===== src/rtl/eth_fcs_pkg.sv =====
// Shared types, CRC constants and helpers for the Ethernet FCS append stage.
package eth_fcs_pkg;

   typedef enum logic [2:0] {
      ST_IDLE,
      ST_DATA,
      ST_PAD,
      ST_FCS,
      ST_GAP
   } fcs_state_e;

   localparam logic [31:0] CRC_POLY    = 32'h04C11DB7;
   localparam logic [31:0] CRC_INIT    = 32'hFFFFFFFF;
   localparam logic [31:0] CRC_RESIDUE = 32'hC704DD7B;

   localparam int unsigned LEN_W = 11;

   function automatic logic [7:0] bitrev8(input logic [7:0] b);
      logic [7:0] r;
      for (int i = 0; i < 8; i++) begin
         r[i] = b[7-i];
      end
      return r;
   endfunction

endpackage


===== src/rtl/eth_crc32_byte.sv =====
// Combinational CRC-32 advance by one octet; MSB-first register, octet bits taken in wire order (bit 0 first).
module eth_crc32_byte
   import eth_fcs_pkg::*;
(
   input  logic [31:0] crc,
   input  logic [7:0]  data,
   output logic [31:0] crc_next_c
);

   always_comb begin
      crc_next_c = crc;
      for (int i = 0; i < 8; i++) begin
         if (crc_next_c[31] ^ data[i]) begin
            crc_next_c = {crc_next_c[30:0], 1'b0} ^ CRC_POLY;
         end else begin
            crc_next_c = {crc_next_c[30:0], 1'b0};
         end
      end
   end

endmodule


===== src/rtl/eth_fcs_append.sv =====
// Ethernet TX framing: pass data, zero-pad to MIN_LEN, append FCS, then hold off for IFG_LEN cycles.
module eth_fcs_append
   import eth_fcs_pkg::*;
#(
   parameter int unsigned MIN_LEN = 60,
   parameter int unsigned IFG_LEN = 12
) (
   input  logic       clk,
   input  logic       rst_n,
   input  logic [7:0] in_data,
   input  logic       in_valid,
   output logic       in_ready,
   output logic [7:0] out_data,
   output logic       out_valid,
   output logic       out_last,
   output logic       busy
);

   localparam int unsigned          GAP_W    = $clog2(IFG_LEN + 2);
   localparam logic [LEN_W-1:0]     MIN_L    = LEN_W'(MIN_LEN);
   localparam logic [LEN_W-1:0]     LEN_MAX  = {LEN_W{1'b1}};
   localparam logic [GAP_W-1:0]     GAP_LAST = GAP_W'((IFG_LEN == 0) ? 32'd0 : IFG_LEN - 1);

   fcs_state_e       state_q, state_d;
   logic [LEN_W-1:0] len_q, len_d, len_inc_c;
   logic [31:0]      crc_q, crc_d, crc_in_c, crc_upd_c;
   logic [31:0]      fcs_sr_q, fcs_sr_d;
   logic [7:0]       byte_in_c, out_data_d;
   logic [1:0]       fcs_cnt_q, fcs_cnt_d;
   logic [GAP_W-1:0] gap_cnt_q, gap_cnt_d;
   logic             out_valid_d, out_last_d;

   assign in_ready  = (state_q == ST_IDLE) || (state_q == ST_DATA);
   assign len_inc_c = (len_q == LEN_MAX) ? len_q : len_q + LEN_W'(1);

   // CRC engine operand select: seed on the first octet, zero octet while padding
   always_comb begin
      crc_in_c  = crc_q;
      byte_in_c = 8'h00;
      if (state_q == ST_IDLE) begin
         crc_in_c  = CRC_INIT;
         byte_in_c = in_data;
      end else if (state_q == ST_DATA && in_valid) begin
         byte_in_c = in_data;
      end
   end

   eth_crc32_byte u_crc (
      .crc        (crc_in_c),
      .data       (byte_in_c),
      .crc_next_c (crc_upd_c)
   );

   // Next-state and next-output; the octet loaded here is visible next cycle
   always_comb begin
      state_d     = state_q;
      len_d       = len_q;
      crc_d       = crc_q;
      fcs_sr_d    = fcs_sr_q;
      fcs_cnt_d   = fcs_cnt_q;
      gap_cnt_d   = gap_cnt_q;
      out_data_d  = 8'h00;
      out_valid_d = 1'b0;
      out_last_d  = 1'b0;

      unique case (state_q)
         ST_IDLE: begin
            if (in_valid) begin
               state_d     = ST_DATA;
               len_d       = LEN_W'(1);
               crc_d       = crc_upd_c;
               out_data_d  = in_data;
               out_valid_d = 1'b1;
            end
         end
         ST_DATA, ST_PAD: begin
            if (state_q == ST_DATA && in_valid) begin
               len_d       = len_inc_c;
               crc_d       = crc_upd_c;
               out_data_d  = in_data;
               out_valid_d = 1'b1;
            end else if (len_q < MIN_L) begin
               state_d     = ST_PAD;
               len_d       = len_inc_c;
               crc_d       = crc_upd_c;
               out_valid_d = 1'b1;
            end else begin
               // first FCS octet goes out straight from the complemented CRC
               state_d     = ST_FCS;
               fcs_sr_d    = ~crc_q;
               fcs_cnt_d   = 2'd0;
               out_data_d  = bitrev8(~crc_q[31:24]);
               out_valid_d = 1'b1;
            end
         end
         ST_FCS: begin
            fcs_cnt_d = fcs_cnt_q + 2'd1;
            fcs_sr_d  = {fcs_sr_q[23:0], fcs_sr_q[31:24]};
            if (fcs_cnt_q != 2'd3) begin
               out_data_d  = bitrev8(fcs_sr_q[23:16]);
               out_valid_d = 1'b1;
               out_last_d  = (fcs_cnt_q == 2'd2);
            end else begin
               gap_cnt_d = '0;
               if (IFG_LEN == 0) begin
                  state_d = ST_IDLE;
               end else begin
                  state_d = ST_GAP;
               end
            end
         end
         ST_GAP: begin
            if (gap_cnt_q == GAP_LAST) begin
               state_d = ST_IDLE;
            end else begin
               gap_cnt_d = gap_cnt_q + GAP_W'(1);
            end
         end
         default: begin
            state_d = ST_IDLE;
         end
      endcase
   end

   always_ff @(posedge clk or negedge rst_n) begin
      if (!rst_n) begin
         state_q   <= ST_IDLE;
         len_q     <= '0;
         crc_q     <= CRC_INIT;
         fcs_sr_q  <= '0;
         fcs_cnt_q <= '0;
         gap_cnt_q <= '0;
         out_data  <= 8'h00;
         out_valid <= 1'b0;
         out_last  <= 1'b0;
         busy      <= 1'b0;
      end else begin
         state_q   <= state_d;
         len_q     <= len_d;
         crc_q     <= crc_d;
         fcs_sr_q  <= fcs_sr_d;
         fcs_cnt_q <= fcs_cnt_d;
         gap_cnt_q <= gap_cnt_d;
         out_data  <= out_data_d;
         out_valid <= out_valid_d;
         out_last  <= out_last_d;
         busy      <= (state_d != ST_IDLE);
      end
   end

endmodule

===== config.mk =====
export PLATFORM = sky130hd
export DESIGN_NAME = eth_fcs_append
export DESIGN_NICKNAME = d
export VERILOG_FILES = /design/src/rtl/eth_fcs_pkg.sv /design/src/rtl/eth_crc32_byte.sv /design/src/rtl/eth_fcs_append.sv
export SDC_FILE = /design/constraint.sdc
export NUM_CORES = 1
export LEC_CHECK = 0
export ABC_AREA = 1
export CORE_MARGIN = 4
export CORE_UTILIZATION = 40
export CTS_CLUSTER_SIZE = 25
export DETAILED_ROUTE_END_ITERATION = 10
export PLACE_DENSITY = 0.52
export SLEW_MARGIN = 40
export SYNTH_ARGS = -nofsm -noshare
export SYNTH_HDL_FRONTEND = slang
export SYNTH_SLANG_ARGS = --single-unit

===== constraint.sdc =====
create_clock -name clk -period 5.6 [get_ports clk]
set_clock_uncertainty 0.2 [all_clocks]
set_input_delay 1.68 -clock clk [delete_from_list [all_inputs] [get_ports clk]]
set_output_delay 1.68 -clock clk [all_outputs]
set_load 0.1 [all_outputs]

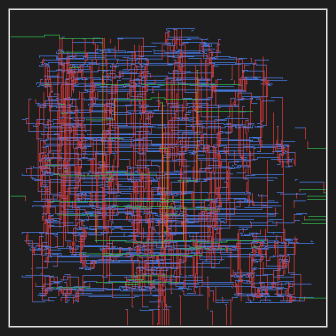
Fig. 1. Routed metal, one colour a layer (run 1).
legend:
  green:
    layer: M3
    wire_length: 706 um
  orange:
    layer: M4
    wire_length: 231 um
  red:
    layer: M2
    wire_length: 6630 um
  blue:
    layer: M1
    wire_length: 7570 um
wire per inst: 16.23 um
drt total wl: 15140 um
GRT Overall Usage: 19.72%
vias: 4708

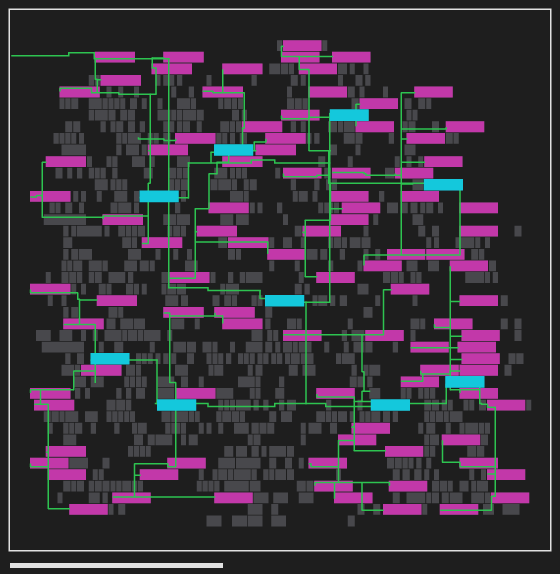
Fig. 2. Routed clock nets over the placement (run 1).
Bar = 50 um.
legend:
  cyan:
    item: clock-net drivers
    count: 9
  green:
    item: clock wires
    length: 1370 um
  magenta:
    item: flip-flops
    count: 95
flops lie: spread over the die
routed clock nets: 10
Latency at later pin: 0.36 ns

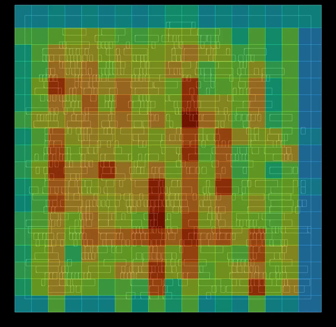
Fig. 3. Congestion heat map (run 1).
met2 GRT Util: 28.99%
met1 Usage GRT: 29.41%
Layout Utilization: 45.10%

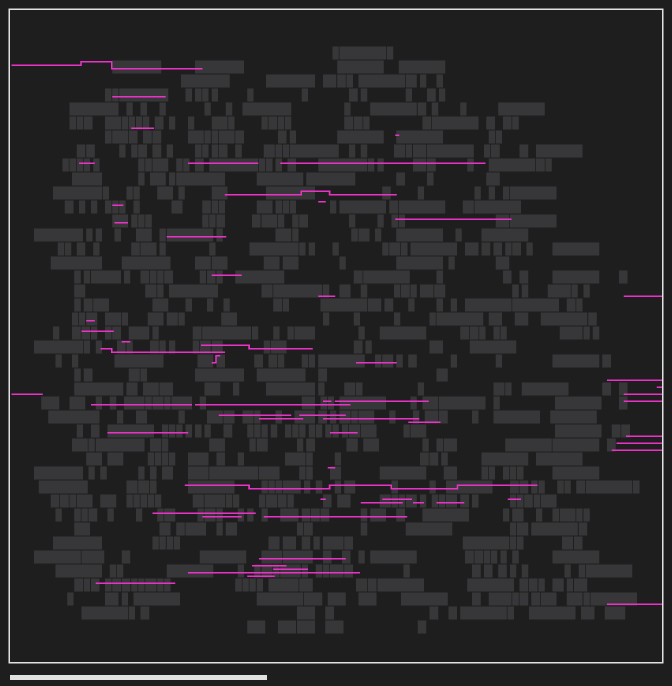
Fig. 4. The metal 3 layer (run 1).
Bar = 50 um. Cells faint in the background.
wire length on this layer: 706 um
main direction: horizontal
nets with wire on the layer: 49
routing usage on met3: 4.126%

[run 1: kinds of logic after synthesis]
| logic type | Yosys count | synth area share (%) |
|---|---|---|
| compound gates | 119 | 12.31 |
| buf+inv | 117 | 8.285 |
| fa+ha+maj | 4 | 0.8885 |
| flops | 95 | 42.91 |
| xor+xnor | 42 | 7.464 |
| simple gates | 356 | 28.14 |
[run 1: flip-flops by register name, indices dropped and copies added, names as in the netlist]
name / count
out_last: 1
gap_cnt_q: 4
out_data: 8
crc_q: 32
len_q: 11
fcs_cnt_q: 2
state_q: 3
out_valid: 1
busy: 1
fcs_sr_q: 32
[run 1: final timing paths]
path	slack, ns	cells after the start	from	end
hold / removal	0.27	2	crc_q[11]	crc_q[11]
hold reg to reg	0.27	2	crc_q[11]	crc_q[11]
setup / recovery	1.60	12	in_valid	crc_q[12]
min in group asynchronous	1.12	1	rst_n	len_q[9]
max in group asynchronous	3.18	2	rst_n	crc_q[15]
setup reg to reg	2.45	10	state_q[1]	crc_q[12]
[run 1: routing by layer]
| layer | routed length, um | share of wire, % | up-vias |
|---|---|---|---|
| met2 | 6627 | 44 | 104 |
| met5 | 0 | 0 | - |
| met4 | 231 | 1.5 | 0 |
| met1 | 7572 | 50 | 2233 |
| li1 | - | - | 2355 |
| met3 | 706 | 4.7 | 16 |
[run 1: critical path, cell delays in order]
cell,delay (ns)
clkdlybuf4s50_1,0.57
nand2_1,0.14
nor3_4,0.21
inv_1,0.14
nand2_2,0.19
nand2_1,0.07
nand2_1,0.07
buf_4,0.33
inv_2,0.30
o21ai_0,0.24
nand2_1,0.08
nand2_1,0.06
[run 1: area by class of cell]
class / count / share of cell area, %
clock buffer: 9 / 3.612
clock inverter: 7 / 0.9230
inverter: 92 / 5.538
multi-input combinational: 521 / 44.12
sequential: 95 / 38.76
tap: 180 / 3.612
timing repair buffer: 29 / 3.431
[run 1: cells in the mapped netlist (2+ instances only)]
library cell    n  area share [%]
nand4_1         5            0.56
dfrtp_1        63              28
o21ai_0        60             5.3
buf_2           3            0.27
nor2_1         47             3.1
nand3_2         2            0.36
nor3_1          7            0.62
xor2_1         32             5.0
o22ai_1         7            0.78
nor2_2          2            0.22
nand2_2        22             2.4
nand3_1        32             2.8
nand2_4        10             2.0
dfstp_2        32              15
a31oi_1        14             1.6
a21oi_1        10            0.89
o221ai_1        6            0.93
o211ai_1       10             1.3
nand2_1       223              15
o21ai_1         6            0.53
clkbuf_1       19             1.3
xnor2_1         6            0.93
inv_1          78             5.2
ha_1            4            0.89
inv_2          13            0.87
o31ai_1         2            0.27
nor2_4          3            0.60
==> results.toml, run 1 <==
# flow metrics
[sta]
maxSlewViolCount = 0
hold_violations = 0
timing.fmax_mhz = 250.0
worst_pin_slew_ns = 0.7657
final-setup-viol-count = 0
rsz0062_at_grt = "no"
fin_crit_ns = 4.000
worst_slack_ns = 1.600
tns_ns = 0
period_used_pct = 71.44
holdWs_ns = 0.2698
maxSlewHeadroom_pct = 48.77

[cells_and_area]
num_antenna_cells = 0
fin_nets = 763
fin_cells = 933
final_cell_mix = "nand2_1 (223), inv_1 (78), dfrtp_1 (63)"
logic_area_um2 = 2751
fin_area_um2 = 6236
layout_top_cell = "nand2_1"
area_delta_synth_final_pct = 10.71
n_fill_cell = 1402
final_layout_size_suffix_gt1_share_pct = 16.87
seq_area_um2 = 2417

[clock_network]
cts_hold_buffers = 0
cts.sinks = 95
cts_inserted_buffers = 9
postCtsSetupBuffers = 0
cts_max_level = 3
cts_tree = "built"
clk_pin_slew_ns = 0.07
post_cts_resize_count = 0
cts_max_path_buffers = 2
cts_root_buffer = "clkbuf_16"

[placed_design]
io_buffer_count = 22
dpl.hpwl_um = 11090
place_ws_ns = 1.275
placed_area_um2 = 5953
dpl.cell_count = 917
gp_congestion = 0.9069

[hold_path]
hp-class = "reg -> reg"

[synth]
ff_type = "dfrtp_1"
ys_chip_area_um2 = 5633
syn-instance-count = 733
async_flop_share_pct = 100.0
ys_seq_elements = 95
synth.distinct_cells = 42
edf_count = 0
yosysWarnings = 0
yosys-stat-cells = 733
synth_nets = 748
avgSynthCellArea_um2 = 7.685
ys_seq_share_pct = 42.91
syn-cell-area_um2 = 5633

[setup_path]
path_class = "in -> reg"
worst-endpoint-arrival_ns = 4.10
cp.required_ns = 5.70
crit_path_start_kind = "input pin"
cp_max_fo = 34
worstSetupEndpointType = "flop"

[outcome]
status = "complete, no violations"

[detailed_routing]
drt-initial-drc-count = 365
dr.pass1.iters = 5
drt-vias-per-instance = 5.046
post-route-drc-count = 0
ant_nets = 0

[floorplanning]
io_pins = 23
core_area_um2 = 13830
rows = 43
die_y_um = 126.7
die_x_um = 126.7
fp_util_pct = 40.74
dieArea_um2 = 16050

[global_route]
grt_pass1_wl_um = 24790
busiest_layer = "met1"
overflow = 0
grt_max_degree = 67
grt_pass1_vias = 4444
antenna_found_initial = 0

[flow_run]
drv_cap = 0
warning_count = 27
## Run 2: what changed since run 1
==> constraint.sdc (replaced) <==
create_clock -name clk -period 3.8 [get_ports clk]
set_clock_uncertainty 0.2 [all_clocks]
set_input_delay 1.14 -clock clk [delete_from_list [all_inputs] [get_ports clk]]
set_output_delay 1.14 -clock clk [all_outputs]
set_load 0.1 [all_outputs]
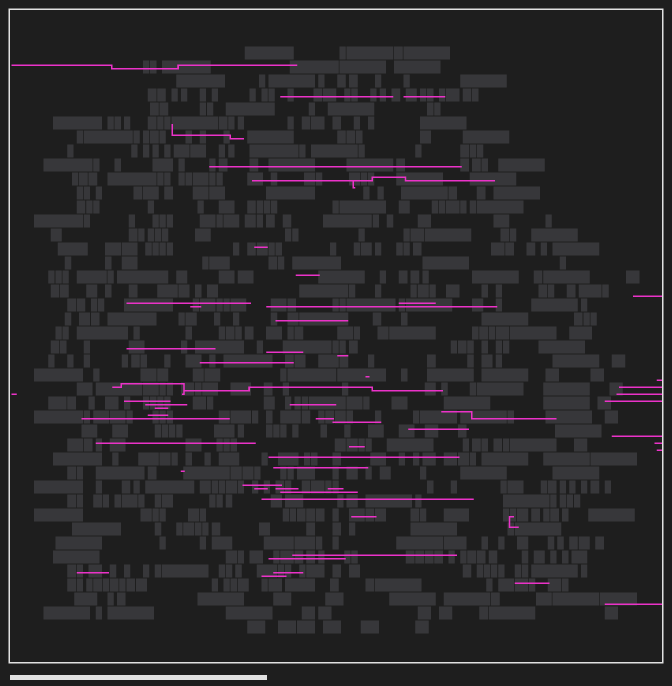
Fig. 5. The metal 3 layer (run 2).
Bar = 50 um. Cells faint in the background.
wire length on this layer: 813 um
share of all routed wire: 5.3%
vias: 4730
routing usage on met3: 3.958%

==> run 2 against run 1 <==
Area after synthesis is the same. Cell count grew 0.32%. Core utilization grew 0.67 points. Flip-flop count is the same. Die size is the same. Synthesized cell count is the same. Critical path type unchanged. Critical endpoint unchanged. Highest routed layer unchanged.
==> results.toml, run 2 <==
# flow metrics
[outcome]
status = "complete, no violations"

[synth]
ys_chip_area_um2 = 5633
synth_top_area_share_pct = 27.99
synthAoiAreaFrac_pct = 12.31
synth.most_common_cell = "nand2_1"
synthTopCellsByArea = "dfrtp_1 (28%), dfstp_2 (15%), nand2_1 (15%)"
async_flop_share_pct = 100.0
edf_count = 0
synth.distinct_cells = 42
yosys-stat-cells = 733
ff_type = "dfrtp_1"
muxShareOfSynthArea_pct = 0
ys_sh_simple_pct = 28.14
ys_seq_elements = 95
xor_share_pct = 7.463
ys_seq_share_pct = 42.91
synth_nets = 748
syn-cell-area_um2 = 5633

[floorplanning]
core_area_um2 = 13830
dieArea_um2 = 16050
fp_util_pct = 40.74
die_y_um = 126.7

[cells_and_area]
final_layout_size_suffix_gt1_share_pct = 17.20
fin_cells = 936
top_regs = "crc_q (32), fcs_sr_q (32), len_q (11)"

[setup_path]
path_class = "in -> reg"
cp_max_fo = 31
cp.required_ns = 3.89
crit_path_start = "in_valid"
crit_path_start_kind = "input pin"
worst-endpoint-arrival_ns = 3.28

[sta]
worst_pin_slew_ns = 0.7223
fin_crit_ns = 3.185
timing.fmax_mhz = 313.9
final-setup-viol-count = 0
tns_ns = 0
rsz0062_at_grt = "no"
period_used_pct = 83.82

[clock_network]
cts_hold_buffers = 0
cts_root_buffer = "clkbuf_16"
cts_max_path_buffers = 2
postCtsSetupBuffers = 0
cts_inserted_buffers = 9
cts_max_level = 3
clk_latency_ns = 0.36
cts.sinks = 95

[global_route]
antenna_found_initial = 0
grt_pass1_wl_um = 24740
grt_max_degree = 48
track_usage_pct = 19.56
grt_pass1_vias = 4403

[flow_run]
warning_count = 27
drv_cap = 0

[detailed_routing]
dr.pass1.iters = 5
drt-vias-per-instance = 5.053
drt-initial-drc-count = 373

[hold_path]
hp-class = "reg -> reg"

[placed_design]
gp_congestion = 0.8963
[run 2: cell counts after synthesis]
Identical to the previous run, type by type.
[run 2: worst max-delay path, stage by stage]
cell	delay (ns)
clkdlybuf4s50_1	0.59
nand2_1	0.15
nor3_4	0.20
inv_1	0.14
nand2_2	0.18
nand2_1	0.07
nand2_1	0.18
inv_2	0.26
o21ai_0	0.23
nand2_1	0.07
nand2_1	0.07
[run 2: cell type report]
class,instances,area [um^2],share of cell area (%)
Tap cell,180,225.2,3.559
Multi-Input combinational cell,521,2751,43.48
Inverter,92,345.3,5.457
Clock inverter,6,50.05,0.7908
Timing Repair Buffer,32,300.3,4.745
Sequential cell,95,2417,38.20
Clock buffer,10,239.0,3.776
[run 2: worst paths after layout]
kind	end	slack, ns	depth (start not counted)
worst max-delay path	crc_q[12]	0.61	11
worst min-delay path	crc_q[17]	0.27	2
worst max register to register	crc_q[12]	1.02	12
worst min register to register	crc_q[17]	0.27	2
max in group asynchronous	crc_q[7]	2.18	2
min in group asynchronous	len_q[4]	0.45	1
[run 2: kinds of logic after synthesis]
| kind of cell | count (synthesis) |
|---|---|
| AND/OR/NAND/NOR | 356 |
| AND-OR/OR-AND | 119 |
| buffers and inverters | 117 |
| flip-flops | 95 |
| XOR/XNOR | 42 |
| adder cells (fa/ha/maj) | 4 |
[run 2: metal layers]
metal	share of wire, %	wire length, um	vias to the layer above	global-route usage [%]
met5	0	0	-	0
met3	5.3	813	8	3.958
li1	-	-	2357	-
met4	0.74	113	0	3.407
met2	44	6647	108	28.77
met1	50	7654	2257	30.11
[run 2: per-stage QoR]
step / cell area (um^2) / setup WS, ns / util (%) / hold WS, ns
after floorplan: 5633 / 1.163 / - / 0.2448
after global placement: 6040 / 0.3154 / 43.68 / 0.2607
after detailed placement: 6040 / 0.2537 / 43.68 / 0.2599
after CTS: 6329 / 0.6227 / 45.77 / 0.2717
after global routing: 6329 / 0.4257 / 45.77 / 0.2951
final: 6329 / 0.6147 / 45.77 / 0.2681
